final_clocks.png
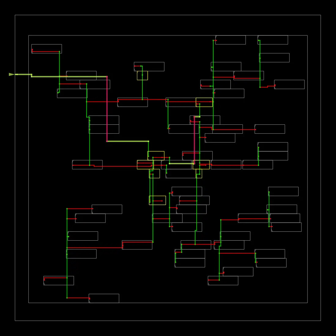
drive_strength.png
Drawn at 3 px/um.
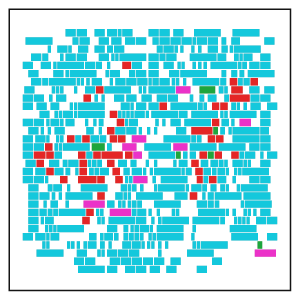
met3.png
Drawn at 4 px/um.
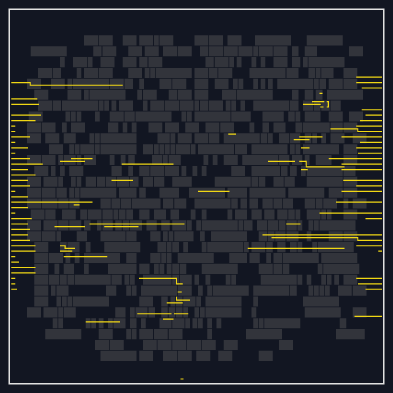
wire_density.png
Drawn at 4 px/um. The die is cut into 19 by 19 equal tiles; dark purple is low, yellow is high, scaled to the fullest tile. Values are wire area over tile area, all layers added.
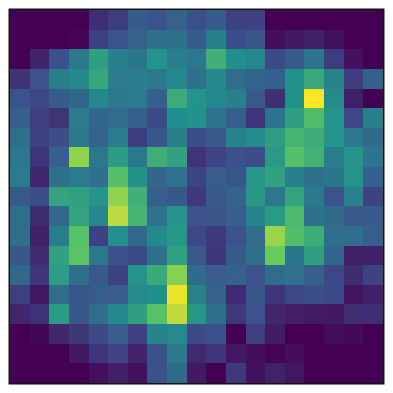
cell_classes.png
Drawn at 4 px/um.
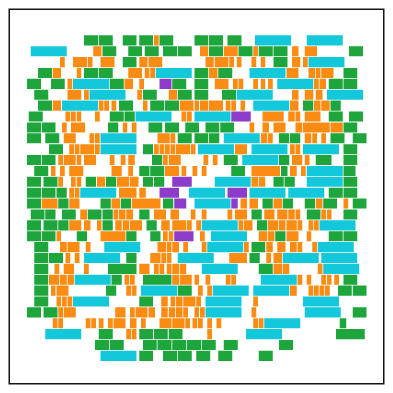
Design instruction_encoder, sky130hd; sources not shown.
==> flow_metrics.env <==
# flow metrics
export IMPL_run_status="finished clean"
export IMPL_tritoncts="yes"
export IMPL_hold_viol_final=0
export IMPL_well_tap_count=96
export IMPL_io_pins=128
export IMPL_p_leak_nw=2.24
export IMPL_numClockSinks=56
export IMPL_wl_met1_mm=3.95
export IMPL_yosys_area_top_type_share_pct=44.8
export IMPL_grt_max_degree=57
export IMPL_ys_ff=56
export IMPL_antennaDiodeCount=0
export IMPL_top_cell="nand2_1"
export IMPL_fmax_mhz=511
export IMPL_power_leader="sequential cells"
export IMPL_power_switching_mw=0.969
export IMPL_aoi_share_pct=19.6
export IMPL_vdd_drop_max_v=0.000403
export IMPL_p_seq_share_pct=44.4
export IMPL_portBuffers=127
export IMPL_r2r_cells=7
export IMPL_via_per_inst=5.26
export IMPL_ys_chip_area_um2=3130
export IMPL_dp_cells=622
export IMPL_edf_count=0
export IMPL_topCombFamilyByArea="simple AND/OR/NAND/NOR gates"
export IMPL_syn_inst=384
export IMPL_die_w_um=93.3
export IMPL_dr_pass1_iters=5
export IMPL_met2WireLength_mm=4.79
export IMPL_critical_path_class="flop to primary output"
export IMPL_p_seq_mw=1.34
export IMPL_powerDensity_nw_per_um2=617
export IMPL_met1_usage_pct=28.1
export IMPL_fillCellCount=545
export IMPL_largest_register_ffs=32
export IMPL_syn_cell_area_um2=3130
export IMPL_place_area_um2=4750
export IMPL_warning_count=27
export IMPL_gr_total_overflow=0
export IMPL_worstPathCellList="buf_4 -> clkdlybuf4s50_1"
export IMPL_ys_sh_simple_pct=27.4
export IMPL_wl_met3_um=632
export IMPL_cp_depth=2
export IMPL_clockNetworkAreaShare_pct=1.86
export IMPL_cts_root_buf="clkbuf_8"
export IMPL_top_layer_used="met4"
export IMPL_ant_nets=0
export IMPL_powerComb_mw=1.05
export IMPL_ys_warn_count=6
export IMPL_slowest_stage="clkdlybuf4s50_1"
export IMPL_mux_area_share_pct=0.320
export IMPL_finalSetupTns_ps=0
export IMPL_die_area_um2=8700
export IMPL_hold_path_depth=2
export IMPL_fin_nets=616
export IMPL_sh_comb_area_pct=32.4
export IMPL_cp_top_family="buffers and inverters"
export IMPL_finalNonFillerCells=634
export IMPL_layout_nonclk_buf_share_pct=33.8
export IMPL_routabilityCongestion=0.852
export IMPL_swShare_pct=32.1
export IMPL_cts_htree_levels=2
export IMPL_critPathBufInv=2
export IMPL_ys_top_cells_by_area="dfrtp_1 (45%), nand2_1 (15%), a221o_1 (4.8%)"
export IMPL_synthAdderAreaFrac_pct=0.800
export IMPL_clk_path_buf_depth=2
export IMPL_fp_nets=463
export IMPL_p_int_mw=2.06
export IMPL_drv_cap=0
export IMPL_cp_slowest_stage_delay_ps=610
export IMPL_postCtsSetupRepairBufs=0
export IMPL_holdBufCountCts=1
export IMPL_period_used_pct=97.9
export IMPL_cp_start_kind="flop"
export IMPL_end_kind="primary output"
export IMPL_mostFrequentLayoutCell="nand2_1"
export IMPL_common_cells="nand2_1 (128), dfrtp_1 (56), nor2_1 (28)"
export IMPL_p_comb_share_pct=34.6
export IMPL_critPathMaxFanout=3
export IMPL_synth_seq_share_pct=44.8
export IMPL_yosysCellCount=384
export IMPL_p_clk_share_pct=21.0
export IMPL_place_hpwl_mm=7.02
export IMPL_initCoreUtil_pct=45.0
export IMPL_logic_area_um2=1590
export IMPL_inv_count=10
export IMPL_grt_pass1_vias=3289
export IMPL_async_flop_share_pct=100
export IMPL_seq_area_um2=1400
export IMPL_post_cts_resized=1
export IMPL_layout_top_cells="nand2_1 (127), clkdlybuf4s50_1 (125), dfrtp_1 (56)"
export IMPL_grt_pass1_wl_mm=15.3
export IMPL_min_path_type="flop to flop"
export IMPL_reg2reg_slack_ps=60
export IMPL_ys_sh_xor_pct=1.40
export IMPL_die_h_um=93.3
export IMPL_ff_type="dfrtp_1"
export IMPL_top_area_cell="dfrtp_1"
export IMPL_grt_busiest_layer="met2"
export IMPL_p_total_mw=3.02
export IMPL_drive_gt1_share_pct=12.1
export IMPL_finalCriticalPeriod_ps=1960
export IMPL_slew_viol_final=0
export IMPL_synthDistinctLibCells=46
export IMPL_largest_cell_class="non-clock buffers"
export IMPL_cp_required_ps=1500
export IMPL_first_iter_violations=167
export IMPL_num_multi_input_gates=290
export IMPL_antenna_found_initial=0
export IMPL_path_clk_slew_ps=100
export IMPL_post_synth_cell_area_avg_um2=8.14
export IMPL_hold_ws_ps=378
export IMPL_setup_viol=0
export IMPL_crit_arrival_ps=1460
export IMPL_dp_slack_ps=-264
Notes on final_clocks.png above:
insertion delay to the later sink of the worst-skew pair: 300 ps
P_clk: 0.634 mW
Num CTS Buffers: 5
Seq cells: 56
CLK BUF: 5

Notes on drive_strength.png above:
legend:
  red:
    size: drive 3 to 4
    cells: 49
    share: 9.1%
    most_used: buf_4
  green:
    size: drive 2
    cells: 6
    share: 1.1%
    most_used: buf_2
  magenta:
    size: drive 6 and up
    cells: 10
    share: 1.9%
    most_used: clkbuf_8
  cyan:
    size: drive 1 or less
    cells: 473
    share: 88%
    most_used: nand2_1
nonclk buf count: 174
final worst setup slack: 41.5 ps
design area: 4900 um^2
Syn-to-layout area delta: 56.8%

Notes on met3.png above:
share of all routed wire: 6.7%
wire length on this layer: 632 um
main direction: horizontal
total number of vias: 3337
GR Util met3: 3.30%

Notes on wire_density.png above:
nearly empty tiles: 12%
emptiest ninth of the die: south-east
fullest tile: 0.57
tiles over half the peak: 18%
mean over tiles: 0.17
Routed WL: 9.44 mm
GRT Total Usage: 21.3%
Wirelength per Cell: 14.9 um

Notes on cell_classes.png above:
legend:
  purple:
    class: clock drivers and dummy loads
    cells: 8
  orange:
    class: all other logic
    cells: 300
  green:
    class: other buffers and delay cells
    cells: 174
  cyan:
    class: flip-flops
    cells: 56
Util after Layout: 70.6%
core area: 6940 um^2
flop share of the area: 28.6%
Rows: 30

Power and IR drop assume default switching activity.
